Design mem_stage_flat, sky130hd; sources not shown.
Fig. 1: routed clock nets over the placement
Scale bar: 20 um.
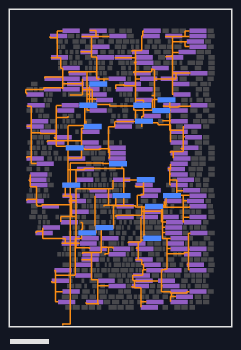
- flip-flops: purple (count 162)
- cells driving clock nets: blue (count 17)
- clock wires: orange (length 1830 um)
- routed clock nets: 18
- flops lie: all over the die
Clock group: 2.88 mW
clk latency late pin: 0.41 ns
Clock Power Share: 25.5%

Fig. 2: the metal 2 layer
Cells faint in the background.
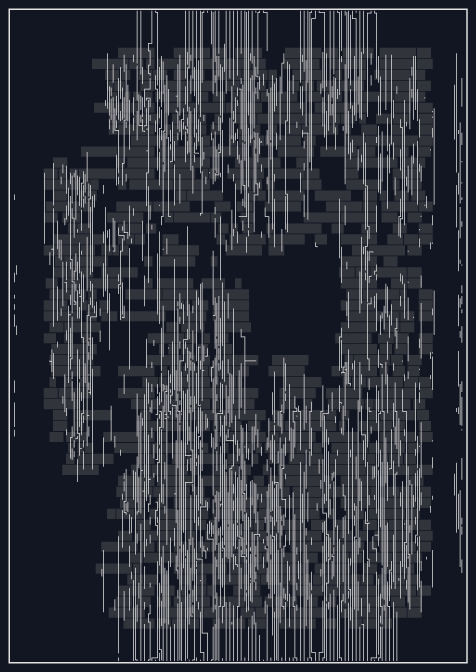
- longest straight run: 57.6 um
- wire length on this layer: 9820 um
- main direction: vertical
Routed WL: 18200 um
GRT met2 Usage: 36.3%
vias: 4799

Fig. 3: placed standard cells
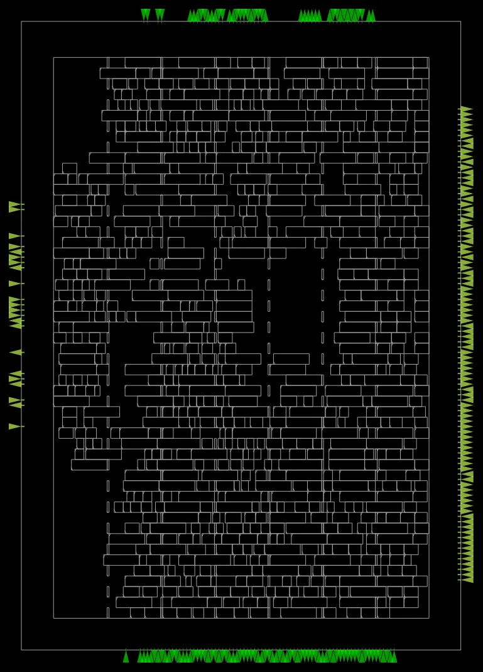
fillers: 1023
Flops: 162
Final Util: 66.9%
core area: 0.0139 mm2

Fig. 4: cells colored by class
Scale bar: 20 um.
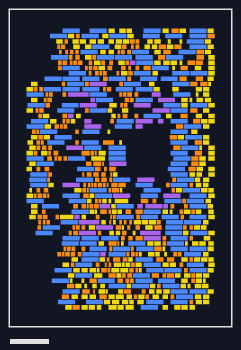
- clock drivers and dummy loads: purple (cells 32)
- other buffers and delay cells: yellow (cells 261)
- all other logic: orange (cells 285)
- flip-flops: blue (cells 162)
Design Area, Final: 0.00932 mm2
Core Rows: 53
sequential cell area share: 43.5%

==> results.toml <==
# physical design summary
[route]
drtIter0Drc = 263
avgRoutedWirePerCell_um = 20.1
routed_via_density = 5.30
antenna_left = 0
drtPass1Iterations = 4
drc = 0

[job]
tool_warnings = 29
maxCapViolCount = 0

[logic_synthesis]
topCombFamilyByArea = "simple AND/OR/NAND/NOR gates"
common_cells = "162 x dfrtp_1, 44 x o21ai_0, 40 x mux2_2, 34 x and3_1, 34 x nand2b_1"
edf_count = 0
synth_seq_share_pct = 65.2
top_area_cell = "dfrtp_1"
synth-async-reset-ratio_pct = 100
mappedNetlistNets = 587
ys_sh_simple_pct = 13.1
synthFlopType = "dfrtp_1"
yosys_area_mm2 = 0.00622
synth_top_area_share_pct = 65.2
syn_area_mm2 = 0.00622
adder_share_pct = 0.604
ys_seq_elements = 162
area_leaders = "dfrtp_1 65%, mux2_2 7.2%, a22oi_1 3.9%"
avgSynthCellArea_um2 = 13.0
synth_top_cell_by_count = "dfrtp_1"
ys_sh_aoi_pct = 10.0
yosys_warnings = 0
yosysUniqueCellTypes = 43
ys_sh_xor_pct = 0.423
netlist_instances = 478
ys_cells = 478
mux_share_pct = 7.93

[placed_design]
dpl-instance-area_mm2 = 0.00883
dp_cells = 868
dp_hpwl_um = 13200
port_buffers = 227
gp_congestion = 0.870
pre_cts_slack_ns = -0.463

[sta]
finalSetupViolations = 0
finalCritPeriodShare_pct = 92.0
rsz0062_at_grt = "yes"
tns_ns = 0
fin_crit_ns = 2.21
fmaxAchievable_mhz = 453
finalMaxSlewViolations = 0
holdWs_ns = 0.314
setup_slack_ns = 0.191
worst_pin_slew_ns = 1.24
finalHoldViolCount = 0
relSlewSlack_pct = 17.6

[pwr]
pwr-share-seq_pct = 37.3
p_leak_nw = 4.46
p_switching_mw = 4.05
combPwrFrac_pct = 37.2
vdd_drop_max_v = 0.000621
totalPowerFinal_mw = 11.3
internal-power_mw = 7.26
swShare_pct = 35.8
power_density_mw_per_mm2 = 1210

[worst_setup_path]
ff2ff_path_depth = 6
r2r_setup_slack_ns = 0.24
critPathKind = "input port to output pin"
path_max_fanout = 2
crit_required_ns = 1.53
cp-start-kind = "input port"
arrival_ns = 1.34
endpoint_kind = "output pin"

[clocking]
numCtsBuffers = 17
clockBufferDepth = 2
tritoncts = "yes"
cts_hold_buf = 0
cts-root-buf = "clkbuf_16"
clk_pin_slew_worst_paths_ns = 0.07
htree_levels = 4
cts_sinks = 162

[min_path]
worstHoldPathType = "input port to async pin"

[floorplanning]
die_x_um = 113
ios = 228
die_area_mm2 = 0.0183
chipHeight_um = 162
initial_utilization_pct = 44.6

[global_route]
grt_pass1_vias = 5071
grt_pass1_wl_um = 28300
grt_start_max_net_pins = 73
grtUsageTotal_pct = 19.9
grt-ovfl-total = 0
antenna_found_initial = 0

[layout]
synthToLayoutAreaGrowth_pct = 49.8
final_layout_size_suffix_gt1_share_pct = 20.0
diodes = 0
final_cells = 905
layout.nets = 836

[status]
status = "finished clean"
## layer usage
layer | wire length [um] | track usage [%] | up-vias
met5 | 0 | 0 | -
met4 | 536 | 8.76 | 0
met3 | 1060 | 4.78 | 36
met2 | 9820 | 36.3 | 167
met1 | 6760 | 21.0 | 2429
li1 | - | - | 2167
## critical path: stages
cell,delay [ns]
clkdlybuf4s25_1,0.27
nor2_2,0.12
nor2_1,0.06
buf_4,0.16
## placed cells by master, fill, tap and decap left out, types with 25 or more instances in the layout
master	instances
dlygate4sd2_1	41
and3_1	34
dfrtp_1	162
clkdlybuf4s50_1	96
nand2b_1	34
clkbuf_2	28
o21ai_0	44
a22oi_1	32
mux2_2	40
clkdlybuf4s15_1	48
buf_4	25
## repair_timing
action                     CTS  global route
buffers inserted             3             2
setup endpoints to repair  131            60
resized                    192            67
pin swaps                    2             8
## logic make-up (layout without fill, tap and decap cells)
family / Yosys count / count (layout)
DFF: 162 / 162
and+or+nand+nor: 129 / 129
AOI/OAI and AO/OA: 99 / 99
muxes: 44 / 44
buffers and inverters: 38 / 300
adders and majority gates: 3 / 3
xor gates and xnor gates: 3 / 3
## power by group through the flow
stage | Sequential, mW | Clock [mW] | Combinational (mW)
floorplan | 4.97 | 0 | 1.64
global placement | 4.19 | 0 | 4.48
detailed placement | 4.27 | 0 | 4.62
CTS | 4.22 | 2.92 | 4.33
global route | 4.33 | 3.04 | 4.51
finish | 4.22 | 2.88 | 4.20
## layout make-up
cell class              instances  area, um2
fillers                      1023       4610
flip-flops and latches        162       4050
well taps                     165        206
clock buffers                  18        439
inverters                       7       28.8
repair buffers                261       2390
multi-input cells             278       2000
clock inverters                14        196
Power figures rest on the tool's default switching activity, not on a simulated workload.
